Design serial_parity_rx, sky130hd; sources not shown.
Run 1, register map, names as in the netlist:
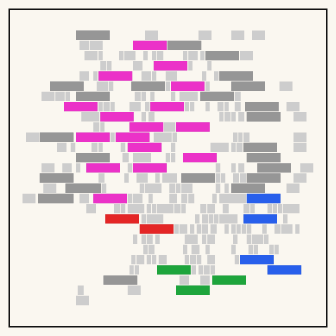
magenta -> shift_q  # flops 16
green -> state_q  # flops 3
blue -> idx_q  # flops 4, where lower right
red -> cnt_q  # flops 2
not colored = 23
register area: 1200 µm²
final core occ: 43.9%

Run 1, wire density map:
The die is cut into 17 by 17 equal tiles; black is low, pale yellow is high, scaled to the fullest tile. Values are wire area over tile area, all layers added.
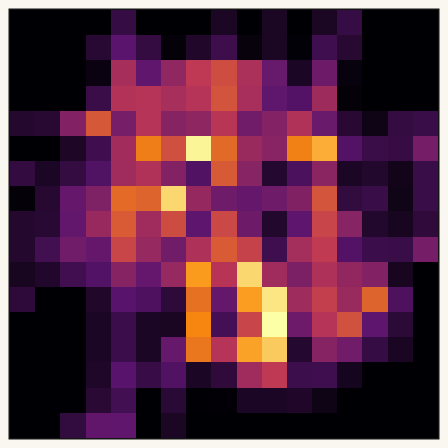
densest ninth of the die = center
nearly empty tiles = 27%
mean over tiles = 0.082
DR WL/cell: 11.5 µm
final WL: 3.77 mm
DR vias: 1456
Total Routing Usage GR: 11.5%

Run 1, wires at chosen ports, followed through buffers:
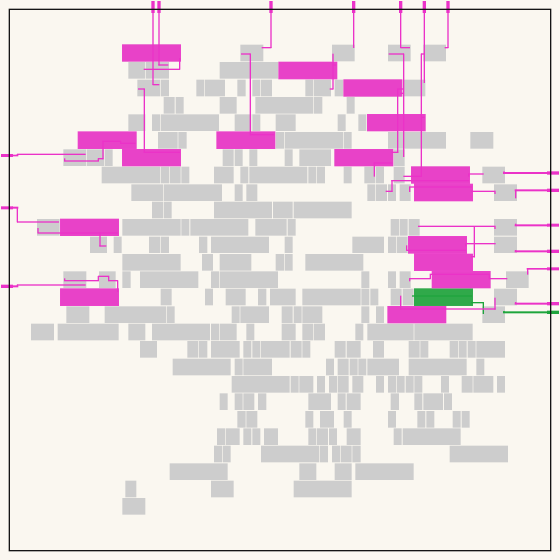
green -> parity_err  # bits 1, direction output, edge right, end cells 1, buffers 1, wire 19.7 µm
magenta -> data  # bits 16, direction output, edge 7 top, 6 right, 3 left, end cells 16, buffers 16, wire 371 µm
I/O pin count: 23
port bufs: 22

Run 1, placement view:
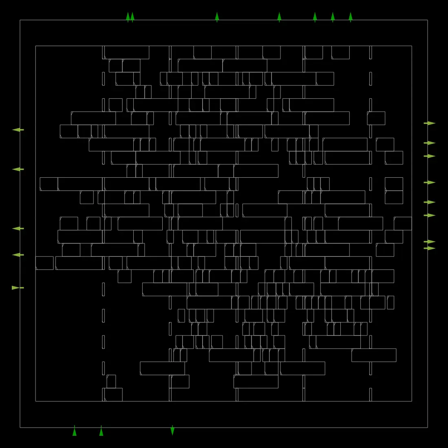
core area: 5710 µm²
Seq area share: 48.0%
Non-Filler Instances: 329
Site Rows: 27

==> flow_summary.ini, run 1 <==
; generated from flow reports
[status]
status = finished clean

[final_timing]
fmax_ghz = 0.563
post-route-min-period_ns = 1.78
whs_ns = 0.158
hold_viol_final = 0
tns_ns = 0
rsz0062_at_grt = false

[synth]
synth-main-ff-cell = dfrtp_1
most_common_cell = nand2_1
ys_ff = 48
yosysWarnings = 0
ys_cells = 231
edf_count = 0
synthArstFlopShare_pct = 100
synth_area_um2 = 2140
yosys-top-cells-count = nand2_1, dfrtp_1, inv_1
ys_seq_share_pct = 56.2
synth_nets = 239
largest_area_cell = dfrtp_1

[route]
first_iter_violations = 96
firstDrtPassIters = 4
maxUsedRoutingLayer = met4
ant_nets = 0
wl_met1_mm = 2.05

[worst_setup_path]
worst_setup_path_end_kind = flop
criticalPathCategory = flop to flop
reg2reg_depth = 5
start_kind = flop
critical_path_arrival_ns = 1.76
reg2reg_slack_ns = 1.12
worstPathMaxFanout = 27

[floorplan]
fp-utilization_pct = 37.5
dieWidth_um = 84.2
die-area_um2 = 7090

[min_path]
whs_path_depth = 0

[cts]
cts_tree = built
clockRootBuffer = clkbuf_8
clk_latency_ns = 0.29
clkSinkCount = 48
htree_levels = 2
cts.clk_slew.worst_paths_ns = 0.08
numCtsBuffers = 5
ctsLongestPathBuffers = 2
cts_setup_buffers = 0

[layout]
fill_cells = 529
fin_area_um2 = 2510

[placement]
place_hpwl_mm = 2.73
dpl-instance-area_um2 = 2400

[power_and_ir_drop]
p_int_mw = 1.36
leakage_nw = 1.29
peakVddDrop_mv = 0.317
pwr-share-seq_pct = 47.4
p_clk_share_pct = 19.1
swShare_pct = 36.5

[grt]
grt_pass1_wl_mm = 6.53
grt_max_degree = 36
==> run 1: worst max-delay path, cell delays in order, from the launching register on <==
cell,delay (ns)
dfrtp_1,0.43
ha_1,0.25
inv_1,0.20
nor2_8,0.37
nand2_1,0.10
o21a_1,0.12
==> run 1: final cells by class <==
type	instances	area, µm²	share of cell area (%)
inverters	26	97.6	3.89
well taps	72	90.1	3.59
multi-input cells	150	783	31.2
clock buffers	7	86.3	3.44
clock inverters	1	7.51	0.299
repair buffers	25	240	9.58
flip-flops and latches	48	1200	48.0
==> run 1: routing by layer <==
layer | vias up | track usage, %
met2 | 26 | 16.6
met5 | - | 0
met4 | 0 | 3.95
li1 | 780 | -
met1 | 648 | 16.4
met3 | 2 | 3.34
==> run 1: cell families (layout without fill, tap and decap cells) <==
logic type                 after synthesis  after routing  synth area share (%)
adders and majority gates                5              5                  2.92
AOI/OAI and AO/OA                       41             41                  11.7
and+or+nand+nor                        101            101                  20.7
buffers and inverters                   33             59                  7.24
DFF                                     48             48                  56.2
xor gates and xnor gates                 3              3                  1.23
==> run 1: what timing repair did <==
item,4_1_cts,5_1_grt
hold buffers,1,0
resized,0,0
hold endpoints to repair,33,0
==> run 1: layout by cell type (no fill, tap or decap), types with 2 or more instances in the layout <==
master / instances
o21ai_2: 6
o21ai_1: 4
nor2_2: 4
nand2_1: 65
nand3_1: 8
o21a_1: 8
nand4_1: 2
buf_4: 2
ha_1: 5
a21oi_1: 9
o21ai_0: 13
dfstp_2: 2
nand2_2: 2
nor2_1: 15
dfrtp_1: 46
clkdlybuf4s50_1: 21
clkbuf_8: 6
inv_1: 25
xor2_1: 3
==> run 1: through the flow <==
step / utilization (%) / worst slack [ns] / power, mW / std cells
finish: 43.9 / 1.12 / 2.14 / 329
global route: 43.9 / 0.945 / 2.30 / 329
CTS: 43.9 / 1.09 / 2.16 / 329
detailed placement: 42.1 / 1.09 / 1.75 / 320
global placement: 42.1 / 1.22 / 1.73 / 320
floorplan: - / 1.42 / 1.50 / 231
==> run 1: power groups by stage <==
| stage | sequential [mW] | clock, mW | combinational, mW |
|---|---|---|---|
| 4_1_cts | 1.01 | 0.421 | 0.725 |
| 3_5_place_dp | 1.03 | 0 | 0.723 |
| 5_1_grt | 1.04 | 0.449 | 0.811 |
| 2_1_floorplan | 0.994 | 0 | 0.509 |
| 6_report | 1.01 | 0.408 | 0.718 |
| 3_3_place_gp | 1.02 | 0 | 0.714 |
==> run 1 -> run 2 <==
- clock period: 2.9 -> 1.59 ns (I/O delays scaled with it)
Run 2, register map, names as in the netlist:
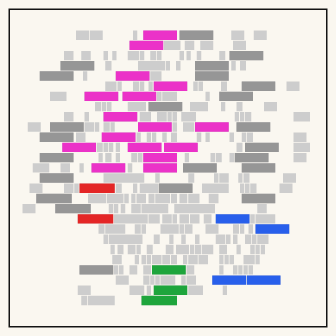
magenta -> shift_q  # flops 16
green -> state_q  # flops 3
red -> cnt_q  # flops 2
blue -> idx_q  # flops 4, where lower right
not colored = 23
Seq area share: 43.3%
P_seq: 1.86 mW

==> run 2 against run 1 <==
Effect of this change:
- via count grew 10%
- fmax up 15%
- clock power grew to 2.5 times the previous value
- global-route usage increased by 1.2 points
- synthesized cell count unchanged
==> flow_summary.ini, run 2 <==
; generated from flow reports
[synth]
edf_count = 0
syn_avg_cell_area_um2 = 9.27
ys_area_um2 = 2140
synth_nets = 239
yosysWarnings = 0
synthArstFlopShare_pct = 100
ys_seq_share_pct = 56.2
syn_inst = 231
synth-main-ff-cell = dfrtp_1
ys_types = 27
largest_area_cell = dfrtp_1
synth_area_um2 = 2140
yosys-top-cells-count = nand2_1, dfrtp_1, inv_1
ys_ff = 48
yosys-top-cells-area = dfrtp_1, nand2_1, inv_1
ys_cells = 231
most_common_cell = nand2_1

[grt]
antenna_found_initial = 0
grt_pass1_wl_mm = 7.32
grt_pass1_vias = 1587
grt_max_degree = 49
grtUsageTotal_pct = 12.6
grt_overflow_total = 0

[final_timing]
fmax_ghz = 0.646
tns_ns = 0
setup_viol = 0
fin_ws_ns = 0.0411
rsz0062_at_grt = true
hold_viol_final = 0
finalMaxSlewViolations = 0
post-route-min-period_ns = 1.55
finalCritPeriodShare_pct = 97.4
max_slew_margin_pct = 82.3
worst_pin_slew_ns = 0.262

[worst_setup_path]
worstPathMaxFanout = 5
cpPeakStageDelay_ns = 0.46
cp.depth = 8
worstPathRequired_ns = 1.58
criticalPathCategory = flop to flop
reg2reg_slack_ns = 0.04
crit_family = simple AND/OR/NAND/NOR gates
path_buffers = 2
path_cells = buf_4, nand3_2, nor2_2, buf_4, nor2_1, nand3_1, nand2_1, nand2_1
start_kind = flop
cp_slowest_cell = dfrtp_2
reg2reg_depth = 8
critical_path_arrival_ns = 1.54
worst_setup_path_end_kind = flop

[layout]
comb_area_um2 = 882
final_layout_top_logic_cells = nand2_1, dfrtp_1, inv_1
mostFrequentLayoutCell = nand2_1
antenna-diode-count = 0
regArea_um2 = 1210
area_delta_synth_final_pct = 30.3
drive_above_1_share_pct = 22.8

[floorplan]
die.size.y_um = 84.2
core_area_um2 = 5710
fp-utilization_pct = 37.5
num_rows = 27
io_pins = 23
dieWidth_um = 84.2
die-area_um2 = 7090

[cts]
numCtsBuffers = 5
clk_latency_ns = 0.29
cts.clk_slew.worst_paths_ns = 0.09
clkSinkCount = 48
htree_levels = 2
clockRootBuffer = clkbuf_8
ctsLongestPathBuffers = 2
cts_tree = built

[route]
vias = 1602
routed_wl_mm = 4.23
firstDrtPassIters = 6
first_iter_violations = 71
wl_per_cell_um = 12.3
ant_nets = 0

[placement]
io_buffers = 22
pre_cts_ws_ns = -0.0357
place_hpwl_mm = 2.75

[power_and_ir_drop]
powerDensity_nw_per_um2 = 1640
leakage_nw = 1.47
finalPower_mw = 4.57
peakVddDrop_mv = 0.771

[status]
status = finished clean

[run]
maxCapViolCount = 0
warning_count = 31

[min_path]
whs_path_depth = 1
min_path_type = input port to flop
Run 2, placement view:
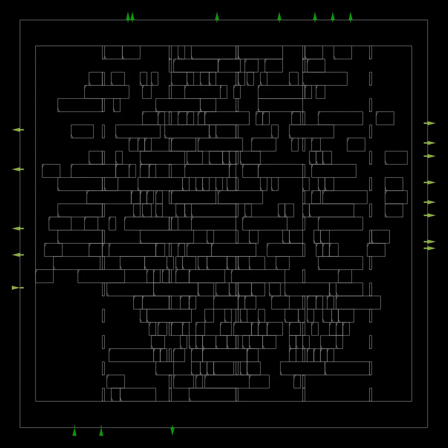
final core occ: 48.9%
# fillers: 540

==> run 2: metal layers <==
layer  wire [µm]  share of wire (%)  GRT usage, %  vias up
met3         140                3.3          2.75        6
met5           0                  0             0        -
met1        2030                 48          16.9      760
li1            -                  -             -      814
met2        1990                 47          20.2       22
met4          67                1.6          4.39        0
==> run 2: logic make-up (layout without fill, tap and decap cells) <==
family,Yosys count,after routing,synth area share (%)
AOI/OAI and AO/OA,41,41,11.7
xor gates and xnor gates,3,3,1.23
adders and majority gates,5,5,2.92
buffers and inverters,33,72,7.24
DFF,48,48,56.2
and+or+nand+nor,101,103,20.7
==> run 2: through the flow <==
stage | hold WS [ns] | instances | area (µm²)
final | 0.0695 | 344 | 2790
after global routing | 0.0712 | 344 | 2790
after CTS | 0.0615 | 340 | 2650
after detailed placement | -0.0363 | 331 | 2500
after global placement | -0.0360 | 331 | 2500
after floorplan | -0.337 | 231 | 2140
==> run 2: cell type report <==
class	count	area share [%]
sequential	48	43.3
multi-input combinational	152	31.6
timing repair buffer	39	13.7
inverter	26	3.59
tap	72	3.23
clock buffer	5	2.47
clock inverter	2	2.15
==> run 2: where the power goes <==
group / internal [mW] / total, mW / switching, mW
clock network: 0.619 / 1.02 / 0.398
registers: 1.59 / 1.86 / 0.268
logic: 0.761 / 1.70 / 0.935
total: 2.97 / 4.57 / 1.60
==> run 2: timing repair <==
item                                    in CTS  in global routing
gates cloned                                 1                  1
hold endpoints to repair                    48                  0
resized                                      1                 33
endpoints found under the setup margin       8                 51
setup buffers                                0                  3
pin swaps                                    2                  5
hold buffers                                 1                  0
No activity file was given, so power comes from the tool's default toggle rates.
